--- config.mk ---
export PLATFORM = sky130hd
export DESIGN_NAME = syscall_unit
export DESIGN_NICKNAME = d
export VERILOG_FILES = /design/src/rtl/syscall_unit.sv
export SDC_FILE = /design/constraint.sdc
export NUM_CORES = 1
export LEC_CHECK = 0
export ABC_AREA = 1
export ABC_CLOCK_PERIOD_IN_PS = 7700
export CAP_MARGIN = 25
export CORE_MARGIN = 2
export CORE_UTILIZATION = 23
export DETAILED_ROUTE_END_ITERATION = 10
export GPL_TIMING_DRIVEN = 0
export MAX_ROUTING_LAYER = met4
export PLACE_DENSITY = 0.43
export RECOVER_POWER = 100
export SLEW_MARGIN = 30
export SYNTH_ARGS = -nofsm -noshare
export SYNTH_HDL_FRONTEND = slang
export SYNTH_SLANG_ARGS = --single-unit
--- constraint.sdc ---
create_clock -name clk -period 7.7 [get_ports clk]
set_input_delay 0.77 -clock clk [delete_from_list [all_inputs] [get_ports clk]]
set_output_delay 0.77 -clock clk [all_outputs]
set_load 0.005 [all_outputs]
--- src/rtl/syscall_unit.sv ---
// syscall_unit: decodes SYSCALL in writeback/commit, buffers print requests
// in a FIFO drained through a ready/valid port, drains and halts the core on
// exit, and keeps saturating cycle/instruction/syscall statistics.
//
// Ports:
//   clk, reset (async, active-high)
//   syscall_ctl, instruction, v0, a0   syscall request and operands
//   retire                              one instruction retired this cycle
//   stall, halt                         pipeline hold / core stopped (sticky)
//   out_valid, out_ready, out_kind, out_data   print FIFO head port
//   unsupported                         sticky unknown service code flag
//   cycle_count, instr_count, syscall_count    saturating statistics
module syscall_unit #(
  parameter int DATA_W     = 32,
  parameter int FIFO_DEPTH = 8,
  parameter int CNT_W      = 32
) (
  input  logic              clk,
  input  logic              reset,
  input  logic              syscall_ctl,
  input  logic [31:0]       instruction,
  input  logic [DATA_W-1:0] v0,
  input  logic [DATA_W-1:0] a0,
  input  logic              retire,
  output logic              stall,
  output logic              halt,
  output logic              out_valid,
  input  logic              out_ready,
  output logic [1:0]        out_kind,
  output logic [DATA_W-1:0] out_data,
  output logic              unsupported,
  output logic [CNT_W-1:0]  cycle_count,
  output logic [CNT_W-1:0]  instr_count,
  output logic [CNT_W-1:0]  syscall_count
);

  localparam int PTR_W = $clog2(FIFO_DEPTH);
  localparam int OCC_W = PTR_W + 1;
  localparam logic [5:0] FUNCT_SYSCALL = 6'h0C;
  localparam logic [1:0] KIND_INT  = 2'd0;
  localparam logic [1:0] KIND_CHAR = 2'd1;
  localparam logic [1:0] KIND_STR  = 2'd2;

  typedef enum logic [1:0] {ST_RUN, ST_DRAIN, ST_HALT} state_t;

  state_t             state_q, state_d;
  logic [PTR_W-1:0]   wr_ptr_q, wr_ptr_d;
  logic [PTR_W-1:0]   rd_ptr_q, rd_ptr_d;
  logic [OCC_W-1:0]   count_q, count_d;
  logic               unsupported_q, unsupported_d;
  logic [CNT_W-1:0]   cyc_q, cyc_d;
  logic [CNT_W-1:0]   ins_q, ins_d;
  logic [CNT_W-1:0]   sys_q, sys_d;
  logic [DATA_W+1:0]  mem_q [FIFO_DEPTH];

  logic               req, is_print, is_exit, full, empty;
  logic               stall_c, accept, push, pop;
  logic [1:0]         push_kind;
  logic [DATA_W-1:0]  push_data;
  logic [DATA_W+1:0]  head;

  always_comb begin
    req       = syscall_ctl && (instruction[5:0] == FUNCT_SYSCALL);
    is_print  = (v0 == DATA_W'(1)) || (v0 == DATA_W'(11)) || (v0 == DATA_W'(4));
    is_exit   = (v0 == DATA_W'(10));
    full      = (count_q == OCC_W'(FIFO_DEPTH));
    empty     = (count_q == '0);

    stall_c = 1'b1;
    case (state_q)
      ST_RUN:  stall_c = req && is_print && full;
      default: stall_c = 1'b1;
    endcase

    accept = req && (state_q == ST_RUN) && !stall_c;
    // an accepted print can never see a full FIFO, since full raises stall
    push   = accept && is_print;
    pop    = !empty && out_ready;

    push_kind = KIND_INT;
    push_data = a0;
    if (v0 == DATA_W'(11)) begin
      push_kind = KIND_CHAR;
      push_data = {{(DATA_W-8){1'b0}}, a0[7:0]};
    end else if (v0 == DATA_W'(4)) begin
      push_kind = KIND_STR;
    end

    wr_ptr_d = push ? wr_ptr_q + PTR_W'(1) : wr_ptr_q;
    rd_ptr_d = pop  ? rd_ptr_q + PTR_W'(1) : rd_ptr_q;
    count_d  = count_q;
    if (push && !pop) count_d = count_q + OCC_W'(1);
    else if (pop && !push) count_d = count_q - OCC_W'(1);

    unsupported_d = unsupported_q || (accept && !is_print && !is_exit);

    state_d = state_q;
    case (state_q)
      ST_RUN:   if (accept && is_exit) state_d = ST_DRAIN;
      ST_DRAIN: if (empty) state_d = ST_HALT;
      default:  state_d = ST_HALT;
    endcase

    cyc_d = cyc_q;
    ins_d = ins_q;
    sys_d = sys_q;
    if (state_q != ST_HALT && cyc_q != '1) cyc_d = cyc_q + CNT_W'(1);
    if (state_q != ST_HALT && retire && ins_q != '1) ins_d = ins_q + CNT_W'(1);
    if (accept && sys_q != '1) sys_d = sys_q + CNT_W'(1);
  end

  always_ff @(posedge clk or posedge reset) begin
    if (reset) begin
      state_q       <= ST_RUN;
      wr_ptr_q      <= '0;
      rd_ptr_q      <= '0;
      count_q       <= '0;
      unsupported_q <= 1'b0;
      cyc_q         <= '0;
      ins_q         <= '0;
      sys_q         <= '0;
    end else begin
      state_q       <= state_d;
      wr_ptr_q      <= wr_ptr_d;
      rd_ptr_q      <= rd_ptr_d;
      count_q       <= count_d;
      unsupported_q <= unsupported_d;
      cyc_q         <= cyc_d;
      ins_q         <= ins_d;
      sys_q         <= sys_d;
    end
  end

  // storage needs no reset: entries are only visible while count is nonzero
  always_ff @(posedge clk) begin
    if (push) mem_q[wr_ptr_q] <= {push_kind, push_data};
  end

  assign head          = mem_q[rd_ptr_q];
  assign stall         = stall_c;
  assign halt          = (state_q == ST_HALT);
  assign out_valid     = !empty;
  assign out_kind      = empty ? 2'd0 : head[DATA_W+1:DATA_W];
  assign out_data      = empty ? '0 : head[DATA_W-1:0];
  assign unsupported   = unsupported_q;
  assign cycle_count   = cyc_q;
  assign instr_count   = ins_q;
  assign syscall_count = sys_q;

endmodule

==> results.json, run 1 <==
{
  "outcome": "finished with violations",
  "violations_in_the_final_reports": "capacitance limit, slew limit",
  "floorplanUtilization_pct": 23.3,
  "starting_drt_drc_count": 754,
  "die_x_um": 282,
  "final_layout_size_suffix_gt1_share_pct": 4.78,
  "insertion_delay_ns": 0.59,
  "overall_overflow_remaining_after_global_route": 0,
  "arrival_ns": 3.81,
  "port-buffer-count": 208,
  "timing_worst_setup_path_type": "flop to primary output",
  "area_of_the_mapped_netlist_sq_mm": 0.0178,
  "fp.dieArea_sq_mm": 0.0795,
  "topCellsByArea": "edfxtp_1, dfrtp_1, nor2_1",
  "hold_path_end": "unsupported",
  "synth-edff-count": 272,
  "number_of_antenna_violations_at_the_first_check_in_global_routing": 4,
  "rsz0062_at_grt": "no",
  "hold_path_startpoint": "unsupported",
  "final_core_util_pct": 29.8,
  "power.density_mw_per_mm2": 194,
  "postLayoutCellArea_sq_mm": 0.0227,
  "power.static_leakage_nw": 8.58,
  "floorplan.io_pins": 235,
  "end_kind": "primary output",
  "placedCellCount": 3107,
  "gr-usage-all-layers_pct": 14.7,
  "placed_cell_area_sq_mm": 0.0216,
  "synth_cells": 1821,
  "num-fill-cells": 8056,
  "route.final.wire_length_um": 56500,
  "syn_nets": 1931,
  "core.rowCount": 101,
  "grt_pass1_wl_um": 86100,
  "most_common_cell_after_layout_fill_and_taps_aside": "nor2_1",
  "detail-route-antenna-nets": 0,
  "finalMaxSlewViolations": 48,
  "cts_repair_resize_count": 0,
  "tritoncts_buffer_count": 46,
  "min_period_ns": 4.58,
  "cts.clk_slew.worst_paths_ns": 0.05,
  "worst_r2r_endpoint": "mem_q[4][12]",
  "cts.root.buffer_cell": "clkbuf_16",
  "dieHeight_um": 282,
  "mean_area_per_synthesized_cell_sq_um": 9.76,
  "cts-root-to-sink-buffers": 3,
  "slew_headroom_pct": -65.6,
  "postSynth.asyncResetShare_pct": 28.6,
  "layout.nets": 2235,
  "worstHoldPathType": "flop to flop",
  "fmax_mhz": 218,
  "holdPathStages": 1,
  "layout.area.comb_sq_mm": 0.00598,
  "vias_per_cell": 4.33,
  "clock_sinks": 381,
  "max-vdd-ir-drop_v": 0.000151,
  "timing.reg2reg.worst_path_depth": 8,
  "log.warning_count": 52,
  "core_region_area_sq_mm": 0.0762,
  "dominantRegCellSynth": "edfxtp_1",
  "drv.max_cap_violation_count": 1
}
## run 1: cell type report
| cell class | count | area share [%] |
|---|---|---|
| clock buffer | 57 | 5.35 |
| antenna | 4 | 0.0441 |
| timing repair buffer | 256 | 10.1 |
| inverter | 126 | 2.09 |
| tap | 1030 | 5.68 |
| clock inverter | 23 | 0.922 |
| buffer | 73 | 1.38 |
| multi-input combinational | 1241 | 26.4 |
| sequential | 381 | 48.1 |
## run 1: worst max path at each step
stage / start / end / slack, ns / cells after the start
2_1_floorplan: v0[15] / mem_q[6][0] / 3.20 / 9
3_3_place_gp: v0[16] / mem_q[3][17] / -0.38 / 10
3_5_place_dp: v0[19] / mem_q[2][28] / 3.80 / 13
4_1_cts: count_q[0] / out_data[27] / 3.23 / 7
5_1_grt: v0[19] / mem_q[4][12] / 2.77 / 14
6_report: rd_ptr_q[0] / out_data[30] / 3.12 / 9
## run 1: registers in the layout (all words and copies together) (netlist names)
signal         cells
instr_count       32
count_q            4
state_q            2
wr_ptr_q           3
mem_q            272
syscall_count     32
unsupported        1
cycle_count       32
rd_ptr_q           3
## run 1: cells by family after synthesis
group / synth area share, %
and+or+nand+nor: 21.6
buffers and inverters: 4.68
AOI/OAI and AO/OA: 7.47
adders and majority gates: 0.676
muxes: 0.0634
xor gates and xnor gates: 4.18
DFF: 61.3
## run 1: Yosys cell counts (2+ instances only)
cell type / n
o21ai_0: 119
clkbuf_1: 43
buf_2: 20
nand2_1: 369
ha_1: 8
xor2_1: 63
xnor2_1: 20
buf_6: 8
o32ai_1: 68
inv_2: 4
o21bai_1: 2
nand3_1: 35
dfrtp_1: 109
nor3_1: 56
nor2_1: 425
nor2_4: 5
nand3_2: 3
a21oi_1: 2
nor3_2: 5
nand4_1: 13
buf_1: 2
nor2_2: 4
inv_1: 121
nor4_1: 2
nand2_2: 7
edfxtp_1: 272
nand2_4: 4
nand3b_1: 4
o21ai_1: 16
## run 1: stage by stage
stage | total power, W | setup WS, ns
floorplan | 0.00228 | 3.20
global placement | 0.00235 | -0.384
detailed placement | 0.00235 | 3.80
CTS | 0.00447 | 3.23
global route | 0.00455 | 2.77
finish | 0.00439 | 3.12
## run 1: critical path, stage by stage, from the launching register on
cell           delay [ns]
dfrtp_1              0.44
clkbuf_1             0.26
inv_1                0.12
clkbuf_1             0.52
clkbuf_1             0.61
nor2_1               0.09
o32ai_1              0.16
nor2_1               0.07
nor2_1               0.22
dlygate4sd3_1        0.75
## run 1: layer usage
layer  global-route usage, %  part of all wire, %
met5                       -                    0
met4                    3.52                  1.8
met3                    3.08                  5.8
met2                    24.7                   49
met1                    18.0                   43
## run 1: power by group
group	switching [W]	internal, W	leakage [nW]
Combinational	0.0000503	0.0000460	4.04
Clock	0.000869	0.00121	0.692
Sequential	0.00000438	0.00220	3.85
Total	0.000923	0.00346	8.58
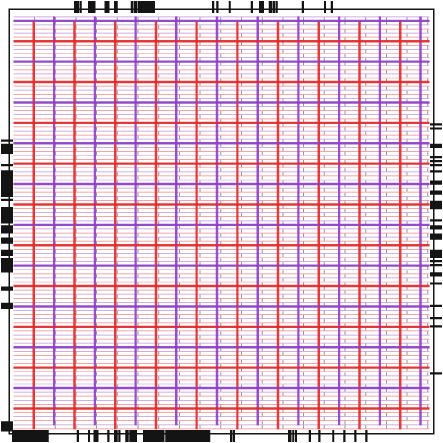
Fig. 1. Supply network (run 1).
(1.5 px per um) Pins as bars on the die edge. Tap cells in gray.
legend:
  red:
    net: VSS
  purple:
    net: VDD
rows: 101
tap cells: 1,030
signal pins: 235
met1 rails: 102

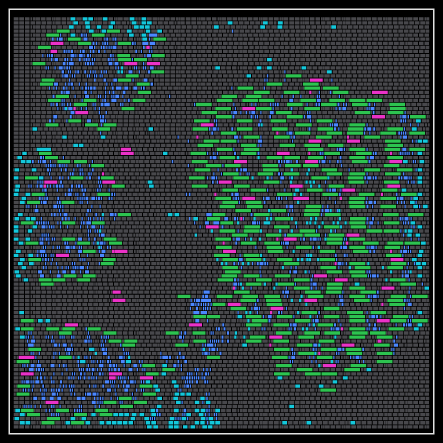
Fig. 2. Placement by cell class (run 1).
(1.5 px per um) Fill, decap, tap and diode cells in gray.
legend:
  green:
    class: flip-flops
    cells: 381
  cyan:
    class: other buffers and delay cells
    cells: 329
  magenta:
    class: clock drivers and dummy loads
    cells: 80
  blue:
    class: all other logic
    cells: 1,367

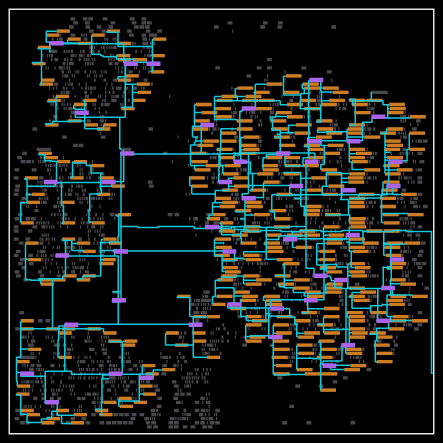
Fig. 3. Clock network drawn from the DEF (run 1).
(1.5 px per um)
legend:
  cyan:
    item: clock wires
    length: 5,790 um
  orange:
    item: flip-flops
    count: 381
  purple:
    item: cells driving clock nets
    count: 46
routed clock nets: 47
Clock power frac: 47.5%
Clock Power: 0.00208 W

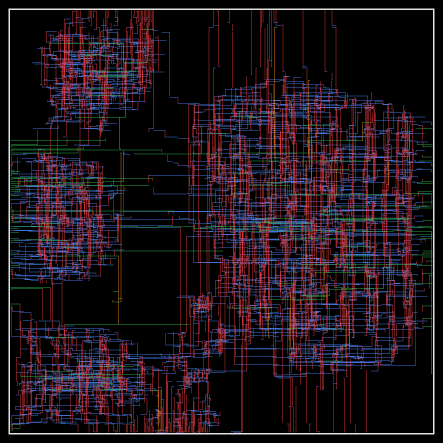
Fig. 4. Wiring by layer (run 1).
(1.5 px per um)
legend:
  red:
    layer: met2
    wire_length: 27.7 mm
  green:
    layer: met3
    wire_length: 3,300 um
  orange:
    layer: met4
    wire_length: 1,010 um
  blue:
    layer: met1
    wire_length: 24.5 mm

==> run 2: changes to the inputs <==
--- a/config.mk
+++ b/config.mk
@@ -6,7 +6,7 @@
 export NUM_CORES = 1
 export LEC_CHECK = 0
 export ABC_AREA = 1
-export ABC_CLOCK_PERIOD_IN_PS = 7700
+export ABC_CLOCK_PERIOD_IN_PS = 4600
 export CAP_MARGIN = 25
 export CORE_MARGIN = 2
 export CORE_UTILIZATION = 23
==> constraint.sdc (replaced) <==
create_clock -name clk -period 4.6 [get_ports clk]
set_input_delay 0.46 -clock clk [delete_from_list [all_inputs] [get_ports clk]]
set_output_delay 0.46 -clock clk [all_outputs]
set_load 0.005 [all_outputs]
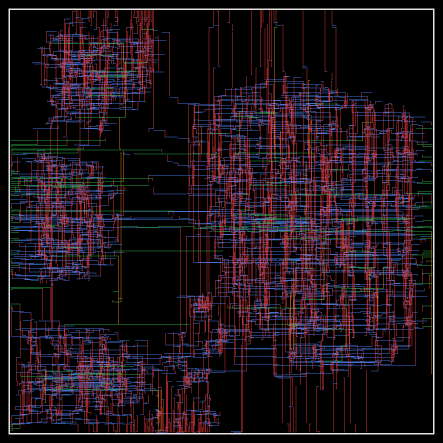
Fig. 5. Wiring by layer (run 2).
(1.5 px per um)
legend:
  orange:
    layer: met4
    wire_length: 952 um
  red:
    layer: met2
    wire_length: 27.7 mm
  green:
    layer: met3
    wire_length: 3,110 um
  blue:
    layer: met1
    wire_length: 24.7 mm
routed wire length: 56,500 um
GRT Total Usage: 14.7%
average wire per cell in the routed design: 17.7 um
Via Count: 13,812

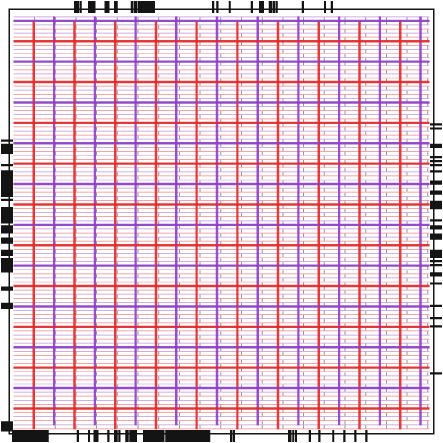
Fig. 6. Supply network (run 2).
(1.5 px per um) Pins as bars on the die edge. Tap cells in gray.
legend:
  purple:
    net: VDD
  red:
    net: VSS
met5 straps: 20
met4 straps: 20
tap cells: 1,030
signal pins: 235
y dimension of the die: 282 um
highest ir drop seen on vdd: 0.000252 V
Die Wd: 282 um
core region area: 0.0762 sq mm

==> results.json, run 2 <==
{
  "port-buffer-count": 208,
  "min_period_ns": 4.16,
  "final_hold_violating_endpoints": 0,
  "cts.root.buffer_cell": "clkbuf_16",
  "holdBufCountCts": 0,
  "overall_overflow_remaining_after_global_route": 0,
  "mux_share_pct": 0.0634,
  "globalplace.congestion": 0.857,
  "arrival_ns": 3.70,
  "top_logic_kind": "simple AND/OR/NAND/NOR gates",
  "log.warning_count": 52,
  "power.static_leakage_nw": 8.56,
  "slew_headroom_pct": -58.5,
  "worstHoldPathType": "flop to flop",
  "outcome": "finished with violations",
  "detail-route-antenna-nets": 0,
  "max_flop_register": "mem_q",
  "detail_route.first_pass.iterations": 5,
  "synth-edff-count": 272,
  "area_of_the_mapped_netlist_sq_mm": 0.0178,
  "mostFrequentLayoutCells": "nor2_1, nand2_1, edfxtp_1",
  "finalMaxSlewViolations": 112,
  "syn_nets": 1931,
  "number_of_standard_cells_reported_by_yosys": 1821,
  "synth.top_cell.area_share_pct": 46.0,
  "timing_worst_setup_path_type": "flop to primary output",
  "post_synth_num_cell_types": 41,
  "post_cts.repair.setup_buffers": 0,
  "topCellsByArea": "edfxtp_1, dfrtp_1, nor2_1",
  "final_layout_size_suffix_gt1_share_pct": 4.91,
  "post-route-drc-count": 0,
  "rsz0062_at_grt": "no",
  "core.rowCount": 101,
  "floorplanUtilization_pct": 23.3,
  "max_ffs_per_register": 272,
  "place_hpwl_um": 40700,
  "most_common_cell": "nor2_1",
  "tritoncts_clock_tree": "yes",
  "xor_area_share_pct": 4.18,
  "placedCellCount": 3107,
  "placed_cell_area_sq_mm": 0.0216,
  "grt_start_max_net_pins": 63,
  "final-instance-count-excl-fill": 3191,
  "area_growth_from_synthesis_to_layout_pct": 27.5,
  "most_common_cell_after_layout_fill_and_taps_aside": "nor2_1",
  "num-fill-cells": 8054,
  "postSynth.asyncResetShare_pct": 28.6,
  "starting_drt_drc_count": 741,
  "ys_sh_simple_pct": 21.6,
  "drv.max_cap_violation_count": 2,
  "layout.area.comb_sq_mm": 0.00598,
  "synth_cells": 1821,
  "vias_per_cell": 4.33,
  "floorplan.io_pins": 235,
  "grt_pass1_wl_um": 86100,
  "adder_share_pct": 0.676,
  "clock_sinks": 381,
  "synthTopCellsByCount": "nor2_1, nand2_1, edfxtp_1, inv_1, o21ai_0",
  "final_core_util_pct": 29.7,
  "number_of_warnings_printed_during_yosys_synthesis": 0,
  "fp.dieArea_sq_mm": 0.0795,
  "setup_violations": 0,
  "cts.clk_slew.worst_paths_ns": 0.05,
  "mean_area_per_synthesized_cell_sq_um": 9.76,
  "number_of_antenna_violations_at_the_first_check_in_global_routing": 4,
  "ys_area_sq_mm": 0.0178,
  "area.sequential_sq_mm": 0.0109,
  "first_global_vias": 14103,
  "worst-endpoint-required_ns": 4.14,
  "final_min_period_over_clock_period_pct": 90.4,
  "worstPathMaxFanout": 10,
  "ys_sh_aoi_pct": 7.47,
  "layout.nets": 2235,
  "cts_repair_resize_count": 0,
  "tritoncts_buffer_count": 46,
  "numSynthFlops": 381,
  "power.density_mw_per_mm2": 324,
  "violations_in_the_final_reports": "capacitance limit, slew limit",
  "netlist.top_cell.by_area": "edfxtp_1",
  "fmax_mhz": 240,
  "end_kind": "primary output",
  "worst-slew-pin-transition_ns": 2.36,
  "cts-root-to-sink-buffers": 3,
  "dominantRegCellSynth": "edfxtp_1",
  "postLayoutCellArea_sq_mm": 0.0227
}
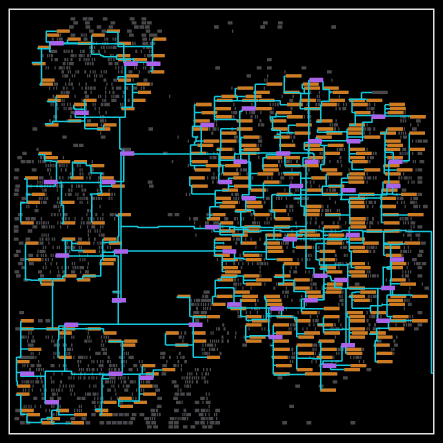
Fig. 7. Clock network drawn from the DEF (run 2).
(1.5 px per um)
legend:
  purple:
    item: cells driving clock nets
    count: 46
  orange:
    item: flip-flops
    count: 381
  cyan:
    item: clock wires
    length: 5,770 um
routed clock nets: 47
setup skew after layout: 0.0191 ns
Worst-Skew Late Latency: 0.59 ns
Clock Power: 0.00348 W

run 2: layout make-up:
class | instances | area share [%]
Buffer | 73 | 1.39
Inverter | 126 | 2.09
Timing Repair Buffer | 256 | 10.0
Clock buffer | 57 | 5.35
Tap cell | 1030 | 5.69
Antenna cell | 4 | 0.0442
Sequential cell | 381 | 48.1
Clock inverter | 23 | 0.922
Multi-Input combinational cell | 1241 | 26.4
run 2: path summary, 6_finish.rpt:
kind                              from  cells after the start  slack, ns              end
setup / recovery           rd_ptr_q[0]                      9       0.44     out_data[30]
hold / removal             unsupported                      1       0.47      unsupported
setup reg to reg            state_q[0]                      8       1.13     mem_q[4][12]
hold reg to reg            unsupported                      1       0.47      unsupported
max in group asynchronous        reset                      3       1.13      wr_ptr_q[0]
min in group asynchronous        reset                      2       0.97  cycle_count[25]
run 2: per-stage QoR:
stage | total power [W] | setup slack [ns] | TNS, ns | hold WS (ns)
floorplan | 0.00382 | 0.409 | 0 | 0.463
global placement | 0.00393 | -3.17 | -902.02 | 0.475
detailed placement | 0.00394 | 1.01 | 0 | 0.468
CTS | 0.00747 | 0.441 | 0 | 0.272
global route | 0.00762 | 0.168 | 0 | 0.514
finish | 0.00734 | 0.441 | 0 | 0.475
run 2: metal layers:
layer	wire (um)	vias up	global-route usage (%)
met3	3110	63	3.08
met5	0	-	-
li1	-	6725	-
met4	952	0	3.52
met2	27700	297	24.7
met1	24700	6727	18.0
run 2: logic make-up (layout without fill, tap and decap cells):
family / after synthesis / in the layout
adder cells (fa/ha/maj): 9 / 9
buffers and inverters: 199 / 535
other: 0 / 4
XOR/XNOR: 84 / 84
AND/OR/NAND/NOR: 936 / 936
flip-flops: 381 / 381
AND-OR/OR-AND: 211 / 211
multiplexers: 1 / 1
run 2: critical path, cell delays in order, from the launching register on:
cell and delay [ns]:
dfrtp_1 0.44, buf_2 0.22, inv_1 0.08, clkbuf_1 0.51, clkbuf_1 0.61, nor2_1 0.09
o32ai_1 0.16, nor2_1 0.07, nor2_1 0.22, dlygate4sd3_1 0.73
run 2: power breakdown:
| part | switching (W) | total [W] | internal, W |
|---|---|---|---|
| sequential | 0.00000734 | 0.00370 | 0.00369 |
| combinational | 0.0000837 | 0.000158 | 0.0000746 |
| clock | 0.00145 | 0.00348 | 0.00203 |
| total | 0.00154 | 0.00734 | 0.00580 |
Power and IR drop assume default switching activity.
